===== src/rtl/code_conv_arbiter.sv =====
// Round-robin arbiter sharing one registered binary<->Gray converter
// among NREQ requesters, with a single-entry result register.
module code_conv_arbiter #(
    parameter int WIDTH = 4,
    parameter int NREQ  = 2,
    localparam int IDW  = (NREQ > 1) ? $clog2(NREQ) : 1
) (
    input  logic                  clk,
    input  logic                  rst,
    input  logic [NREQ-1:0]       req_valid,
    output logic [NREQ-1:0]       req_ready,
    input  logic [NREQ*WIDTH-1:0] req_data,
    input  logic [NREQ-1:0]       req_mode,
    output logic                  rsp_valid,
    input  logic                  rsp_ready,
    output logic [WIDTH-1:0]      rsp_data,
    output logic [IDW-1:0]        rsp_id,
    output logic                  rsp_mode,
    output logic [15:0]           conv_count
);

    typedef enum logic {
        EMPTY,
        FULL
    } state_t;

    state_t state, state_nxt;

    logic [IDW-1:0]   rr_ptr;
    logic [IDW-1:0]   gnt;
    logic [NREQ-1:0]  gnt_oh;
    logic             found;
    logic [WIDTH-1:0] sel_data;
    logic             sel_mode;
    logic             can_accept;
    logic             accept;

    function automatic logic [WIDTH-1:0] conv(
        input logic [WIDTH-1:0] x,
        input logic             m
    );
        logic [WIDTH-1:0] b;
        b = x;
        if (!m) begin
            b = x ^ (x >> 1);
        end else begin
            for (int k = WIDTH - 2; k >= 0; k--) begin
                b[k] = b[k+1] ^ x[k];
            end
        end
        return b;
    endfunction

    // Search from rr_ptr upward, wrapping; first valid requester wins.
    always_comb begin
        int idx;
        found    = 1'b0;
        gnt      = '0;
        gnt_oh   = '0;
        sel_data = '0;
        sel_mode = 1'b0;
        for (int k = 0; k < NREQ; k++) begin
            idx = int'(rr_ptr) + k;
            if (idx >= NREQ) begin
                idx = idx - NREQ;
            end
            if (!found && req_valid[idx]) begin
                found       = 1'b1;
                gnt         = IDW'(idx);
                gnt_oh[idx] = 1'b1;
                sel_data    = req_data[idx*WIDTH +: WIDTH];
                sel_mode    = req_mode[idx];
            end
        end
    end

    assign can_accept = (state == EMPTY) || rsp_ready;
    assign req_ready  = can_accept ? gnt_oh : '0;
    assign accept     = found && can_accept;
    assign rsp_valid  = (state == FULL);

    always_comb begin
        state_nxt = state;
        unique case (state)
            EMPTY: if (accept) state_nxt = FULL;
            FULL:  if (rsp_ready && !accept) state_nxt = EMPTY;
            default: state_nxt = EMPTY;
        endcase
    end

    always_ff @(posedge clk or posedge rst) begin
        if (rst) begin
            state <= EMPTY;
        end else begin
            state <= state_nxt;
        end
    end

    always_ff @(posedge clk or posedge rst) begin
        if (rst) begin
            rsp_data   <= '0;
            rsp_id     <= '0;
            rsp_mode   <= 1'b0;
            rr_ptr     <= '0;
            conv_count <= '0;
        end else if (accept) begin
            rsp_data <= conv(sel_data, sel_mode);
            rsp_id   <= gnt;
            rsp_mode <= sel_mode;
            rr_ptr   <= (gnt == IDW'(NREQ - 1)) ? '0 : gnt + 1'b1;
            if (conv_count != 16'hFFFF) begin
                conv_count <= conv_count + 16'd1;
            end
        end
    end

endmodule


===== config.mk =====
export PLATFORM = sky130hd
export DESIGN_NAME = code_conv_arbiter
export DESIGN_NICKNAME = d
export VERILOG_FILES = /design/src/rtl/code_conv_arbiter.sv
export SDC_FILE = /design/constraint.sdc
export NUM_CORES = 1
export LEC_CHECK = 0
export CAP_MARGIN = 20
export CORE_MARGIN = 2
export CORE_UTILIZATION = 40
export CTS_CLUSTER_DIAMETER = 120
export DETAILED_ROUTE_END_ITERATION = 12
export PLACE_DENSITY = 0.75
export SETUP_SLACK_MARGIN = 0.05
export SYNTH_ARGS = -nofsm -noshare
export SYNTH_HDL_FRONTEND = slang
export SYNTH_SLANG_ARGS = --single-unit

===== constraint.sdc =====
create_clock -name clk -period 3.8 [get_ports clk]
set_clock_uncertainty 0.15 [all_clocks]
set_input_delay 0.76 -clock clk [delete_from_list [all_inputs] [get_ports clk]]
set_output_delay 0.76 -clock clk [all_outputs]
set_load 0.005 [all_outputs]

cell_classes.png
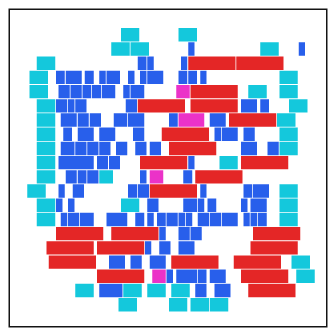
- flip-flops: red (cells 24)
- other buffers and delay cells: cyan (cells 40)
- all other logic: blue (cells 108)
- clock drivers and dummy loads: magenta (cells 4)

metal_stack.png
Only two layers are drawn.
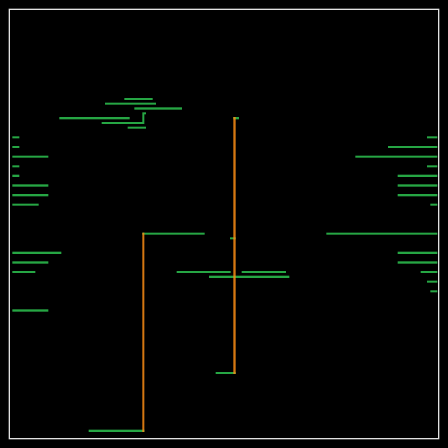
- met4: orange (wire length 63.9 um)
- met3: green (wire length 187 um)
vias: 1161
WL/cell: 13.0 um
GRT Total Usage: 17.2%
routed wire length: 2870 um

==> flow_metrics.tcl <==
# yosys + openroad results
set metrics [dict create \
    hold-path-endpoint "conv_count[12]$_DFFE_PP0P_" \
    avgSynthCellArea_um2 9.46 \
    ctsResizeCount 0 \
    synth_top_area_share_pct 47.0 \
    hold_class "reg -> reg" \
    edf_count 0 \
    comb_share_pct 37.2 \
    seq-power_uw 354 \
    fp.coreArea_um2 3050 \
    cts_buffers 3 \
    finalHoldViolCount 0 \
    final_cell_mix "clkdlybuf4s50_1, dfrtp_1, nand2_1" \
    p_leak_uw 0.000738 \
    synth_top_flop_cell "dfrtp_1" \
    top_layer "met4" \
    insertion_delay_ns 0.32 \
    adder_share_pct 0.979 \
    top_regs "conv_count: 16 flops, rsp_data: 4 flops" \
    n_antenna_cell 0 \
    flops 24 \
    drc 0 \
    yosysUniqueCellTypes 35 \
    cts_setup_buffers 0 \
    clkSinkCount 24 \
    place_ws_ns 0.568 \
    nWellTaps 44 \
    power_leader "sequential cells" \
    outcome "finished, final reports clean" \
    combPwrFrac_pct 33.2 \
    postRouteAntennaNets 0 \
    post_dp_cell_area_um2 1720 \
    largestClassByArea "logic gates" \
    sh_seq_area_pct 34.2 \
    dp.final_hpwl_um 2300 \
    seqPwrFrac_pct 48.5 \
    vias_per_cell 5.28 \
    layout_top_cell "clkdlybuf4s50_1" \
    crit_start "req_valid[0]" \
    r2r_setup_slack_ns 1.86 \
    regMostFlops "conv_count" \
    powerClk_uw 133 \
    r2r-end "conv_count[15]$_DFFE_PP0P_" \
    crit_arrival_ns 2.32 \
    largest_register_ffs 16 \
    largest_area_cell "dfrtp_1" \
    ir_drop_v 0.000222 \
    synthMuxAreaShare_pct 0.881 \
    die_w_um 60.5 \
    clk_pin_slew_ns 0.12 \
    grt_pass1_wl_um 4700 \
    yosys_warnings 0 \
    grt_busiest_layer "met2" \
    min_period_ns 3.23 \
    syn-instance-count 135 \
    wl_met1_um 1240 \
    max-cap-violations 0 \
    n_clock_buffer 4 \
    synth-seq-cells 24 \
    worstSetupPathType "in -> out" \
    p_per_area_nw_per_um2 416 \
    syn_nets 151 \
    num_rows 20 \
    io_buffer_count 39 \
    cts_tree "done" \
    ys_cells 135 \
    yosysMostFrequentCell "dfrtp_1" \
    gp_congestion 0.857 \
    switching_share_pct 30.3 \
    clk_share_pct 2.07 \
    design_area_um2 1750 \
]
